## config.mk

```make
export PLATFORM = sky130hd
export DESIGN_NAME = mips_bus_arbiter
export DESIGN_NICKNAME = d
export VERILOG_FILES = /design/src/rtl/mips_bus_arbiter.sv
export SDC_FILE = /design/constraint.sdc
export NUM_CORES = 1
export LEC_CHECK = 0
export CORE_AREA = 2 2 123 125
export CTS_CLUSTER_SIZE = 10
export DETAILED_ROUTE_END_ITERATION = 6
export DIE_AREA = 0 0 125 127
export GPL_TIMING_DRIVEN = 1
export PLACE_DENSITY = 0.65
export REMOVE_ABC_BUFFERS = 1
export SKIP_LAST_GASP = 1
export SLEW_MARGIN = 0
export SYNTH_ARGS = -nofsm -noshare
export SYNTH_HDL_FRONTEND = slang
export SYNTH_SLANG_ARGS = --single-unit
export TNS_END_PERCENT = 50
```

## constraint.sdc

```tcl
create_clock -name clk -period 1.6 [get_ports clk]
set_input_delay 0.16 -clock clk [delete_from_list [all_inputs] [get_ports clk]]
set_output_delay 0.16 -clock clk [all_outputs]
set_load 0.03 [all_outputs]
```

## src/rtl/mips_bus_arbiter.sv

```systemverilog
// Two-master round-robin arbiter sharing one memory slave between MIPS fetch and data ports.
// Define ARB_TIMEOUT_EN to add the slave-stall watchdog with the sticky timeout_err flag.
module mips_bus_arbiter #(
  parameter int WAIT_LIMIT = 255
) (
  input  logic        clk,
  input  logic        reset,
  input  logic [31:0] m0_address,
  input  logic [31:0] m0_writedata,
  input  logic [3:0]  m0_byteenable,
  input  logic        m0_read,
  input  logic        m0_write,
  output logic [31:0] m0_readdata,
  output logic        m0_waitrequest,
  input  logic [31:0] m1_address,
  input  logic [31:0] m1_writedata,
  input  logic [3:0]  m1_byteenable,
  input  logic        m1_read,
  input  logic        m1_write,
  output logic [31:0] m1_readdata,
  output logic        m1_waitrequest,
  output logic [31:0] s_address,
  output logic [31:0] s_writedata,
  output logic [3:0]  s_byteenable,
  output logic        s_read,
  output logic        s_write,
  input  logic [31:0] s_readdata,
  input  logic        s_waitrequest,
  output logic [1:0]  owner,
  output logic        timeout_err
);

  typedef enum logic [1:0] {
    IDLE   = 2'b00,
    GRANT0 = 2'b01,
    GRANT1 = 2'b10
  } state_t;

  state_t state, state_next;
  logic   last_grant, last_grant_next;
  logic   req0, req1;
  logic   active;
  logic   done;
  logic   timeout;

  assign req0   = m0_read | m0_write;
  assign req1   = m1_read | m1_write;
  assign active = ((state == GRANT0) && req0) || ((state == GRANT1) && req1);
  assign done   = active && (!s_waitrequest || timeout);
  assign owner  = state;

`ifdef ARB_TIMEOUT_EN
  localparam int CW = ($clog2(WAIT_LIMIT + 1) > 8) ? $clog2(WAIT_LIMIT + 1) : 8;
  localparam logic [CW-1:0] LIMIT_M1 = CW'(WAIT_LIMIT - 1);

  logic [CW-1:0] stall_cnt;

  // The limit-th consecutive stall cycle itself is the release cycle.
  assign timeout = active && s_waitrequest && (stall_cnt == LIMIT_M1);

  always_ff @(posedge clk or negedge reset) begin
    if (!reset) begin
      stall_cnt   <= '0;
      timeout_err <= 1'b0;
    end else begin
      stall_cnt <= (active && s_waitrequest && !timeout) ? stall_cnt + 1'b1 : '0;
      if (timeout)
        timeout_err <= 1'b1;
    end
  end
`else
  assign timeout     = 1'b0;
  assign timeout_err = 1'b0;
`endif

  always_ff @(posedge clk or negedge reset) begin
    if (!reset) begin
      state      <= IDLE;
      last_grant <= 1'b1;
    end else begin
      state      <= state_next;
      last_grant <= last_grant_next;
    end
  end

  // Completion hands the bus straight to a waiting peer; the finishing master must re-arbitrate.
  always_comb begin
    state_next      = state;
    last_grant_next = last_grant;
    case (state)
      IDLE: begin
        if (req0 && req1)
          state_next = last_grant ? GRANT0 : GRANT1;
        else if (req0)
          state_next = GRANT0;
        else if (req1)
          state_next = GRANT1;
      end
      GRANT0: begin
        if (!req0) begin
          state_next = IDLE;
        end else if (done) begin
          last_grant_next = 1'b0;
          state_next      = req1 ? GRANT1 : IDLE;
        end
      end
      GRANT1: begin
        if (!req1) begin
          state_next = IDLE;
        end else if (done) begin
          last_grant_next = 1'b1;
          state_next      = req0 ? GRANT0 : IDLE;
        end
      end
      default: state_next = IDLE;
    endcase
  end

  // Slave side depends only on state and master inputs, never on s_waitrequest.
  always_comb begin
    s_address      = '0;
    s_writedata    = '0;
    s_byteenable   = '0;
    s_read         = 1'b0;
    s_write        = 1'b0;
    m0_waitrequest = req0;
    m1_waitrequest = req1;
    m0_readdata    = s_readdata;
    m1_readdata    = s_readdata;
    case (state)
      GRANT0: begin
        s_address      = m0_address;
        s_writedata    = m0_writedata;
        s_byteenable   = m0_byteenable;
        s_write        = m0_write;
        s_read         = m0_read & ~m0_write;
        m0_waitrequest = s_waitrequest & ~timeout;
        if (timeout)
          m0_readdata = 32'hFFFF_FFFF;
      end
      GRANT1: begin
        s_address      = m1_address;
        s_writedata    = m1_writedata;
        s_byteenable   = m1_byteenable;
        s_write        = m1_write;
        s_read         = m1_read & ~m1_write;
        m1_waitrequest = s_waitrequest & ~timeout;
        if (timeout)
          m1_readdata = 32'hFFFF_FFFF;
      end
      default: ;
    endcase
  end

endmodule

```

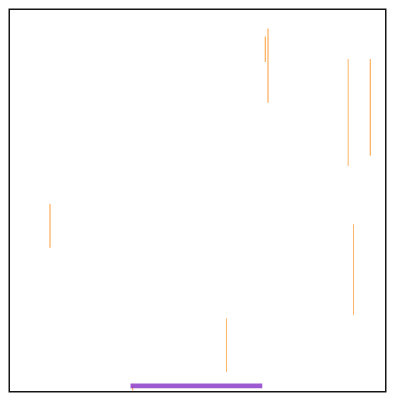
wires.png
(3 px per um) Only two layers are drawn.
legend:
  metal 4:
    colour: orange
    wire_length: 163 um
  metal 5:
    colour: purple
    wire_length: 42.3 um

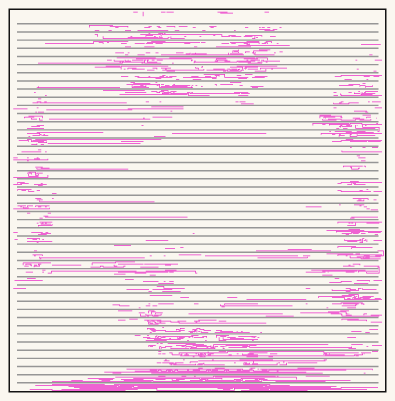
layer_met1.png
(3 px per um) Supply wires on this layer in grey.
longest straight run: 67.2 um
wire length on this layer: 4,780 um
nets with wire on the layer: 486
main direction: horizontal

==> impl_metrics.py <==
# Metrics from the implementation run
metrics = {
    "run_status": {
        "outcome": "complete, but fails checks",
        "failed_checks": "setup timing",
    },
    "pwr": {
        "power_report.internal_total_mw": 4.487,
        "psw_mw": 4.067,
        "fraction_of_power_consumed_by_the_clock_network_pct": 4.6,
        "total_power_mw": 8.554,
        "cellPowerDensity_mw_per_mm2": 1885,
        "p_seq_share_pct": 1.7,
        "leakagePower_nw": 1.698,
        "switching_share_pct": 47.55,
        "largest_vdd_supply_drop_uv": 624.8,
        "combinationalPowerShare_pct": 93.7,
    },
    "global_routing": {
        "grt_overflow": 0,
        "groute.layer.met2.usage_pct": 19.79,
        "gr-usage-all-layers_pct": 12.68,
        "gr-max-usage-layer": "met2",
        "grt_first_pass_wirelength_mm": 15.47,
        "initial_antenna_violation_count": 0,
        "globalRouteMet3Util_pct": 10.68,
        "grt_pass1_vias": 2591,
        "grt_max_degree": 37,
    },
    "worst_setup_path": {
        "cp.arrival_ns": 1.65,
        "reg2reg_end": "owner[1]",
        "cp_delay_by_family_top": "buffers and inverters",
        "crit_path_top_delay_cell": "sky130_fd_sc_hd__dfrtp_1",
        "worst_setup_path_startpoint": "owner[0]",
        "critPathBufInv": 4,
        "worstSetupPathType": "register to output pin",
        "worst_r2r_startpoint": "owner[1]",
        "critPathCaptureType": "output pin",
        "cp_num_cells": 7,
        "cp_cell_sequence": "buf_4 > ha_4 > buf_12 > clkbuf_16 > a22oi_1 > nor2b_1 > buf_4",
        "critPathMostFrequentCell": "sky130_fd_sc_hd__buf_4",
        "timing.critical_path.fanout_max": 8,
        "worst_path_largest_cell_delay_ns": 0.38,
        "worstSetupStartpointType": "register",
        "worst_path_required_ns": 1.44,
    },
    "clock_network": {
        "clock_tree.htree_level_count": 1,
        "clock_insertion_delay_worst_skew_ns": 0.22,
        "clk_pin_slew_ns": 0.03,
        "max-clock-path-buffers": 2,
        "cts-hold-fix-buffers": 0,
        "clockRootBuffer": "sky130_fd_sc_hd__clkbuf_16",
        "tritoncts": "done",
        "tritoncts_num_sinks": 3,
    },
    "die": {
        "die-height_um": 127,
        "die_w_um": 125,
        "fp-row-count": 44,
        "placeable_area_mm2": 0.01442,
        "ioPinCount": 314,
        "floorplanUtilization_pct": 12.80,
        "fp.dieArea_mm2": 0.01588,
    },
    "final_timing": {
        "timing.final.crit_share_pct": 113.3,
        "rsz0062_at_grt": "yes",
        "timing.fmax_mhz": 551.5,
        "number_of_endpoints_failing_setup_at_the_final_stage": 74,
        "slew_violations": 0,
        "timing_hold_violations_final": 0,
        "final_critical_path_setup_slack_ns": -0.2132,
        "finalClockSkew_ns": 0.0002793,
    },
    "hold_path": {
        "hold_class": "input pin to async pin",
    },
    "cells_and_area": {
        "nFillCells": 1479,
        "final_layout_size_suffix_gt1_share_pct": 39.77,
        "layout_top_cells": "144 x sky130_fd_sc_hd__clkdlybuf4s50_1, 73 x sky130_fd_sc_hd__buf_4, 57 x sky130_fd_sc_hd__nor2b_1",
        "lay_top_count": "sky130_fd_sc_hd__clkdlybuf4s50_1",
        "fin_nets": 610,
        "area.growth.synth_to_final_pct": 145.7,
        "antenna_cells": 0,
        "final_core_utilization_pct": 31.46,
    },
    "placement": {
        "hpwl_mm": 8.721,
        "routabilityCongestion": 0.8521,
        "port_buffers": 216,
    },
    "yosys": {
        "ys_types": 30,
        "ys_seq_share_pct": 4.133,
        "area_leaders": "sky130_fd_sc_hd__a22oi_1 28%, sky130_fd_sc_hd__buf_4 26%, sky130_fd_sc_hd__nor2b_1 23%, sky130_fd_sc_hd__buf_2 4.3%, sky130_fd_sc_hd__dfrtp_1 2.7%",
        "synth_stat.cells": 262,
        "synth.largest_area_cell": "sky130_fd_sc_hd__a22oi_1",
        "avgSynthCellArea_um2": 7.049,
        "synth_chip_area_mm2": 0.001847,
        "post-synth-top-area-fraction_pct": 28.05,
        "synth_cells": 262,
        "count_of_state_elements_after_synthesis": 3,
        "netlist_area_mm2": 0.001847,
    },
    "detailed_routing": {
        "totalWireLength_mm": 13.26,
        "met3WireLength_mm": 2.129,
        "vias": 2754,
        "route.detailed.wl_per_inst_um": 21.59,
        "dr.pass1.iters": 4,
        "drcViolationCount": 0,
        "met2_wirelength_mm": 6.139,
        "violation_tally_from_detailed_route_iteration_zero": 81,
        "highest_layer": "met5",
        "route.detailed.vias_per_inst": 4.485,
        "wirelength_met1_mm": 4.784,
        "final_antenna_net_count": 0,
    },
    "flow_run": {
        "max_cap_viol_count": 0,
        "total_number_of_warnings_across_the_stage_logs": 30,
    },
}
[synthesized netlist by cell type]
library cell,n
sky130_fd_sc_hd__dfstp_2,1
sky130_fd_sc_hd__o21ai_1,1
sky130_fd_sc_hd__nor2_2,1
sky130_fd_sc_hd__nor2_1,1
sky130_fd_sc_hd__nor3_1,2
sky130_fd_sc_hd__a22oi_1,69
sky130_fd_sc_hd__a21oi_1,3
sky130_fd_sc_hd__buf_2,16
sky130_fd_sc_hd__buf_4,65
sky130_fd_sc_hd__mux2i_1,1
sky130_fd_sc_hd__ha_1,4
sky130_fd_sc_hd__dfrtp_1,2
sky130_fd_sc_hd__a211o_1,1
sky130_fd_sc_hd__nor2b_1,69
sky130_fd_sc_hd__nand2_1,3
sky130_fd_sc_hd__o21ai_2,1
sky130_fd_sc_hd__and2_1,1
sky130_fd_sc_hd__a211oi_1,1
sky130_fd_sc_hd__o21a_1,1
sky130_fd_sc_hd__or2_2,1
sky130_fd_sc_hd__or3b_1,1
sky130_fd_sc_hd__o21ai_0,1
sky130_fd_sc_hd__conb_1,1
sky130_fd_sc_hd__inv_1,3
sky130_fd_sc_hd__o22a_1,1
sky130_fd_sc_hd__a31oi_1,1
sky130_fd_sc_hd__mux2_1,1
sky130_fd_sc_hd__clkbuf_1,7
sky130_fd_sc_hd__o22ai_1,1
sky130_fd_sc_hd__a31o_1,1
[flip-flops by register name, summed over array words and instances, names as in the netlist]
register    count
last_grant      1
owner           2
[power by group through the flow]
stage / Combinational (mW) / Sequential, mW / Clock (mW)
after CTS: 6.40 / 0.149 / 0.401
final: 8.01 / 0.148 / 0.393
after detailed placement: 5.78 / 0.141 / 0
after global placement: 5.71 / 0.136 / 0
after floorplan: 3.29 / 0.189 / 0
after global routing: 8.43 / 0.152 / 0.411
[area by class of cell]
cell class                      count  area, um2  share of cell area [%]
Sequential cell                     3      76.32                   1.682
Multi-Input combinational cell    168       1445                   31.84
Clock buffer                        4      78.83                   1.737
Tap cell                          184      230.2                   5.073
Inverter                            3      11.26                  0.2481
Timing Repair Buffer              252       2696                   59.42
[kinds of logic after synthesis]
| kind of cell | Yosys count | synth area share (%) |
|---|---|---|
| AND-OR/OR-AND | 82 | 32.79 |
| adder cells (fa/ha/maj) | 4 | 2.710 |
| buffers and inverters | 91 | 32.79 |
| flip-flops | 3 | 4.133 |
| multiplexers | 2 | 1.152 |
| other | 1 | 0.2031 |
| AND/OR/NAND/NOR | 79 | 26.22 |
[repair_timing]
action                                  CTS  global route
pin swaps                                 1             6
endpoints found under the setup margin   73            76
cloned                                    3            12
resized                                  28            41
buffers inserted                          2             5
[per-stage QoR]
step | cell area [um2] | setup TNS (ns) | cells | hold slack [ns] | worst slack (ns)
after global routing | 4538 | -16.73 | 614 | 0.1431 | -0.2620
after floorplan | 1252 | -95.10 | 174 | -0.1356 | -1.348
after global placement | 3687 | 0 | 588 | 0.3203 | 0.01612
after CTS | 4014 | -11.99 | 597 | 0.1303 | -0.2055
after detailed placement | 3687 | -0.07723 | 588 | 0.3203 | -0.03340
final | 4538 | -11.91 | 614 | 0.1286 | -0.2132
Power figures rest on the tool's default switching activity, not on a simulated workload.
